==> images/io_fan.png <==
(4 px per um)
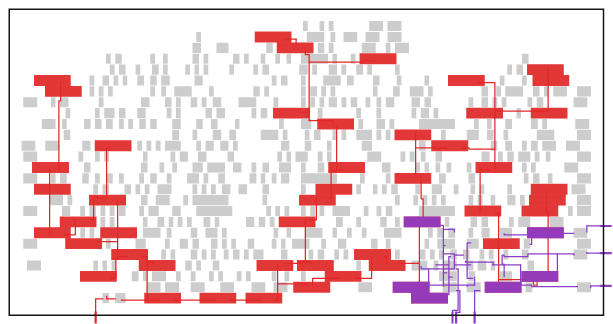
==> images/metal_density.png <==
(3 px per um) The die is cut into 30 by 15 equal tiles; white is low, dark blue is high, scaled to the fullest tile. Values are wire area over tile area, all layers added.
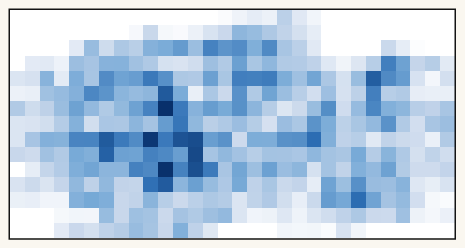
==> images/congestion.png <==
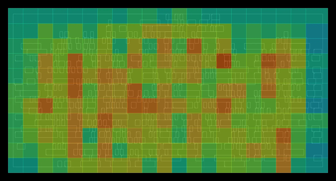
==> images/clk_routes.png <==
(4 px per um)
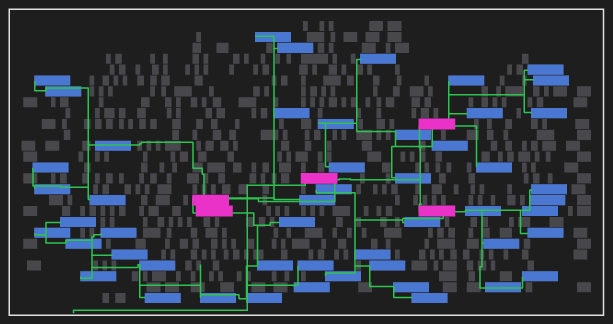
==> images/logic_types.png <==
(3 px per um)
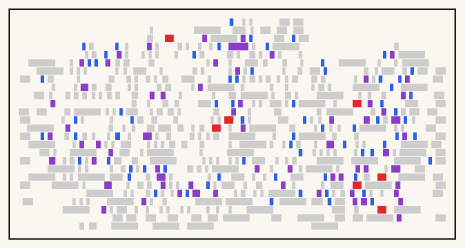
File: config.mk
export PLATFORM = sky130hd
export DESIGN_NAME = fft_seq_ctrl
export DESIGN_NICKNAME = d
export VERILOG_FILES = /design/src/rtl/fft_seq_ctrl.sv
export SDC_FILE = /design/constraint.sdc
export NUM_CORES = 1
export LEC_CHECK = 0
export ABC_AREA = 1
export CELL_PAD_IN_SITES_DETAIL_PLACEMENT = 1
export CELL_PAD_IN_SITES_GLOBAL_PLACEMENT = 2
export CORE_ASPECT_RATIO = 0.5
export CORE_MARGIN = 2
export CORE_UTILIZATION = 33
export DETAILED_ROUTE_END_ITERATION = 8
export GPL_ROUTABILITY_DRIVEN = 0
export PLACE_DENSITY = 0.9
export SLEW_MARGIN = 20
export SYNTH_ARGS = -nofsm -noshare
export SYNTH_HDL_FRONTEND = slang
export SYNTH_SLANG_ARGS = --single-unit
File: constraint.sdc
create_clock -name clk -period 5.9 [get_ports clk]
set_clock_uncertainty 0.05 [all_clocks]
set_input_delay 1.18 -clock clk [delete_from_list [all_inputs] [get_ports clk]]
set_output_delay 1.18 -clock clk [all_outputs]
set_load 0.01 [all_outputs]
File: src/rtl/fft_seq_ctrl.sv
// Sequencer for an iterative in-place radix-2 DIT FFT: load (bit-reversed), compute, drain, unload.
// Latency: every control output is registered except ld_we. Compute phase takes LOG2_N*(N_POINTS/2+BF_LAT) cycles.
// Backpressure: in_valid gaps hold the load counter. out_ready low holds out_* stable. Compute has no stall.
//
// Ports:
//   clk, rst (async active-low)     : clock and reset
//   start / busy / done             : transform kick-off, activity flag, one-cycle completion pulse
//   in_valid / in_ready / ld_we / ld_addr : sample load handshake and bit-reversed RAM write address
//   bf_valid / bf_addr_a / bf_addr_b / bf_tw_idx / bf_stage : butterfly issue
//   out_valid / out_ready / out_addr / out_last : natural-order readout handshake
module fft_seq_ctrl #(
  parameter int N_POINTS = 64,
  parameter int LOG2_N   = 6,
  parameter int BF_LAT   = 3
) (
  input  logic              clk,
  input  logic              rst,
  input  logic              start,
  output logic              busy,
  output logic              done,
  input  logic              in_valid,
  output logic              in_ready,
  output logic              ld_we,
  output logic [LOG2_N-1:0] ld_addr,
  output logic              bf_valid,
  output logic [LOG2_N-1:0] bf_addr_a,
  output logic [LOG2_N-1:0] bf_addr_b,
  output logic [LOG2_N-2:0] bf_tw_idx,
  output logic [LOG2_N-1:0] bf_stage,
  output logic              out_valid,
  input  logic              out_ready,
  output logic [LOG2_N-1:0] out_addr,
  output logic              out_last
);

  localparam int AW = LOG2_N;
  localparam int KW = LOG2_N - 1;
  localparam int DW = (BF_LAT > 1) ? $clog2(BF_LAT) : 1;

  localparam logic [AW-1:0] CNT_LAST   = AW'(N_POINTS - 1);
  localparam logic [KW-1:0] K_LAST     = KW'(N_POINTS / 2 - 1);
  localparam logic [AW-1:0] STAGE_LAST = AW'(LOG2_N - 1);
  localparam logic [DW-1:0] DRAIN_LAST = DW'(BF_LAT - 1);

  typedef enum logic [2:0] {S_IDLE, S_LOAD, S_COMPUTE, S_DRAIN, S_UNLOAD} state_t;

  state_t        state;
  logic [AW-1:0] cnt;    // load counter
  logic [KW-1:0] k;      // butterfly index within the current stage
  logic [DW-1:0] dcnt;   // drain cycle counter

  logic [KW-1:0] nk;
  logic [AW-1:0] ns;
  logic [AW-1:0] a_nxt;
  logic [AW-1:0] b_nxt;
  logic [KW-1:0] tw_nxt;

  function automatic logic [AW-1:0] bitrev(input logic [AW-1:0] v);
    logic [AW-1:0] r;
    for (int i = 0; i < AW; i++) r[i] = v[AW-1-i];
    return r;
  endfunction

  function automatic logic [AW-1:0] half_of(input logic [AW-1:0] s);
    return AW'(1) << s;
  endfunction

  // Upper operand: insert a zero at bit position s of k.
  function automatic logic [AW-1:0] addr_a(input logic [KW-1:0] kk, input logic [AW-1:0] s);
    logic [AW-1:0] kx;
    logic [AW-1:0] mask;
    kx   = {1'b0, kk};
    mask = half_of(s) - AW'(1);
    return ((kx >> s) << (s + AW'(1))) | (kx & mask);
  endfunction

  function automatic logic [KW-1:0] tw_of(input logic [KW-1:0] kk, input logic [AW-1:0] s);
    logic [AW-1:0] kx;
    logic [AW-1:0] t;
    kx = {1'b0, kk};
    t  = (kx & (half_of(s) - AW'(1))) << (STAGE_LAST - s);
    return t[KW-1:0];
  endfunction

  // Parameters of the next butterfly to issue: first of stage 0 out of LOAD,
  // next k within COMPUTE, first of the following stage out of DRAIN.
  always_comb begin
    nk = '0;
    ns = bf_stage;
    if (state == S_COMPUTE) nk = k + KW'(1);
    if (state == S_LOAD)    ns = '0;
    if (state == S_DRAIN)   ns = bf_stage + AW'(1);
    a_nxt  = addr_a(nk, ns);
    b_nxt  = a_nxt | half_of(ns);
    tw_nxt = tw_of(nk, ns);
  end

  assign ld_we = in_valid & in_ready;

  always_ff @(posedge clk or negedge rst) begin
    if (!rst) begin
      state     <= S_IDLE;
      cnt       <= '0;
      k         <= '0;
      dcnt      <= '0;
      busy      <= 1'b0;
      done      <= 1'b0;
      in_ready  <= 1'b0;
      ld_addr   <= '0;
      bf_valid  <= 1'b0;
      bf_addr_a <= '0;
      bf_addr_b <= '0;
      bf_tw_idx <= '0;
      bf_stage  <= '0;
      out_valid <= 1'b0;
      out_addr  <= '0;
      out_last  <= 1'b0;
    end else begin
      done <= 1'b0;
      case (state)
        S_IDLE: begin
          if (start) begin
            state    <= S_LOAD;
            cnt      <= '0;
            ld_addr  <= '0;
            in_ready <= 1'b1;
            busy     <= 1'b1;
          end
        end
        S_LOAD: begin
          if (ld_we) begin
            cnt     <= cnt + AW'(1);
            ld_addr <= bitrev(cnt + AW'(1));
            if (cnt == CNT_LAST) begin
              state     <= S_COMPUTE;
              in_ready  <= 1'b0;
              bf_valid  <= 1'b1;
              k         <= nk;
              bf_stage  <= ns;
              bf_addr_a <= a_nxt;
              bf_addr_b <= b_nxt;
              bf_tw_idx <= tw_nxt;
            end
          end
        end
        S_COMPUTE: begin
          if (k == K_LAST) begin
            state    <= S_DRAIN;
            bf_valid <= 1'b0;
            dcnt     <= '0;
          end else begin
            k         <= nk;
            bf_addr_a <= a_nxt;
            bf_addr_b <= b_nxt;
            bf_tw_idx <= tw_nxt;
          end
        end
        S_DRAIN: begin
          // Hold off issue until the last write of this stage has landed in RAM.
          if (dcnt == DRAIN_LAST) begin
            if (bf_stage == STAGE_LAST) begin
              state     <= S_UNLOAD;
              out_valid <= 1'b1;
              out_addr  <= '0;
              out_last  <= 1'b0;
            end else begin
              state     <= S_COMPUTE;
              bf_valid  <= 1'b1;
              k         <= nk;
              bf_stage  <= ns;
              bf_addr_a <= a_nxt;
              bf_addr_b <= b_nxt;
              bf_tw_idx <= tw_nxt;
            end
          end else begin
            dcnt <= dcnt + DW'(1);
          end
        end
        S_UNLOAD: begin
          if (out_ready) begin
            if (out_last) begin
              state     <= S_IDLE;
              out_valid <= 1'b0;
              out_last  <= 1'b0;
              busy      <= 1'b0;
              done      <= 1'b1;
            end else begin
              out_addr <= out_addr + AW'(1);
              out_last <= (out_addr + AW'(1)) == CNT_LAST;
            end
          end
        end
        default: state <= S_IDLE;
      endcase
    end
  end

endmodule
==> impl_metrics.toml <==
# implementation run metrics
[setup_path]
worstSetupPathType = "input pin to output port"
crit_chain = "clkdlybuf4s50_1 > nand2_1 > inv_1 > clkdlybuf4s50_1"
timing.rr.end = "bf_addr_b[4]$_DFFE_PN0P_"
critical_path_buf_inv_count = 3
cp-end-kind = "output port"
crit_path_start = "in_valid"
worstPathRequired_ps = 4670
cp_slowest_stage_delay_ps = 560

[yosys]
ys_cells = 487
synth_nets = 504
compound_area_share_pct = 10.6
yosys.area_share.simple_pct = 36.3

[layout]
seq_share_pct = 30.6
drive_gt1_share_pct = 8.80
seq_area_mm2 = 0.00128
area_share_nonclk_buffers_pct = 11.5
clock_area_share_pct = 3.39
design_area_mm2 = 0.00417
n_fill_cell = 1282

[global_route]
grt_pass1_vias = 3252

[die]
die_x_um = 148
n_tap_cell = 140
core_area_mm2 = 0.0101

[final_timing]
layout_setup_ws_ps = 2280
min_period_ps = 3620

[outcome]
outcome = "finished, final reports clean"

[drt]
drcViolationCount = 0
routed.top_layer = "met4"

[power_and_ir_drop]
clkPwrFrac_pct = 12.2
pg_clk_mw = 0.293
powerComb_mw = 1.54
seqPwrFrac_pct = 23.6

[clock_network]
post_cts_resized = 0
post_cts_buffers = 0
## Picture notes: io_fan.png
[out_addr] purple | direction: output | edge: 3 bottom, 3 right | end cells: 6 | buffers: 6 | wire: 212 um
[rst] red | direction: input | edge: bottom | end cells: 51 | buffers: 2 | wire: 466 um

## Picture notes: metal_density.png
mean over tiles: 0.13
nearly empty tiles: 15%
densest ninth of the die: middle
tiles over half the peak: 18%
emptiest ninth of the die: top right
fullest tile: 0.41
GR Util All Layers: 17.2%
post-DR wirelength/cell: 13.7 um

## Picture notes: congestion.png
GR met3 Demand/Resource: 2.93%
met1 usage: 24.7%
busiest grt layer: met2
final design utilization: 41.0%
met2 Track Usage GR: 28.0%

## Picture notes: clk_routes.png
[flip-flops] blue | count: 51
[clock wires] green | length: 814 um
[clock drivers] magenta | count: 5
flops lie: spread over the die

## Picture notes: logic_types.png
[inverters] blue | cells: 70 | most used: inv_1 | where: spread over the die
[inverting AOI/OAI gates] purple | cells: 64 | most used: o21ai_0
[XOR/XNOR gates] red | cells: 7 | most used: xor2_1
Top cell excl fill/tap: nand2_1
Comb/total area: 43.9%
Final Non-Filler Cells: 674

## registers in the layout (all words and copies together), names as in the netlist
signal and flops:
bf_addr_a 6, busy 1, dcnt 2, cnt 1, bf_stage 6, k 5, state 3, in_ready 1
out_last 1, out_addr 6, done 1, bf_addr_b 6, bf_valid 1, bf_tw_idx 5, out_valid 1, ld_addr 5
## cells in the mapped netlist (3+ instances only)
master    count
a21oi_1      16
buf_2         6
dfrtp_1      51
ha_1         12
inv_1        63
inv_2         4
nand2_1     130
nand2_2       7
nand3_1      43
nand3_2       4
nand4_1      13
nor2_1       47
nor2_2        8
nor3_1        8
o211ai_1      3
o21ai_0      30
o21ai_1       5
or2_2         3
xor2_1        7
## routing by layer
layer  global-route usage (%)  vias up
met5                        0        -
met4                     2.29        0
met3                     2.93        5
met2                     28.0       46
met1                     24.7     1528
li1                         -     1667
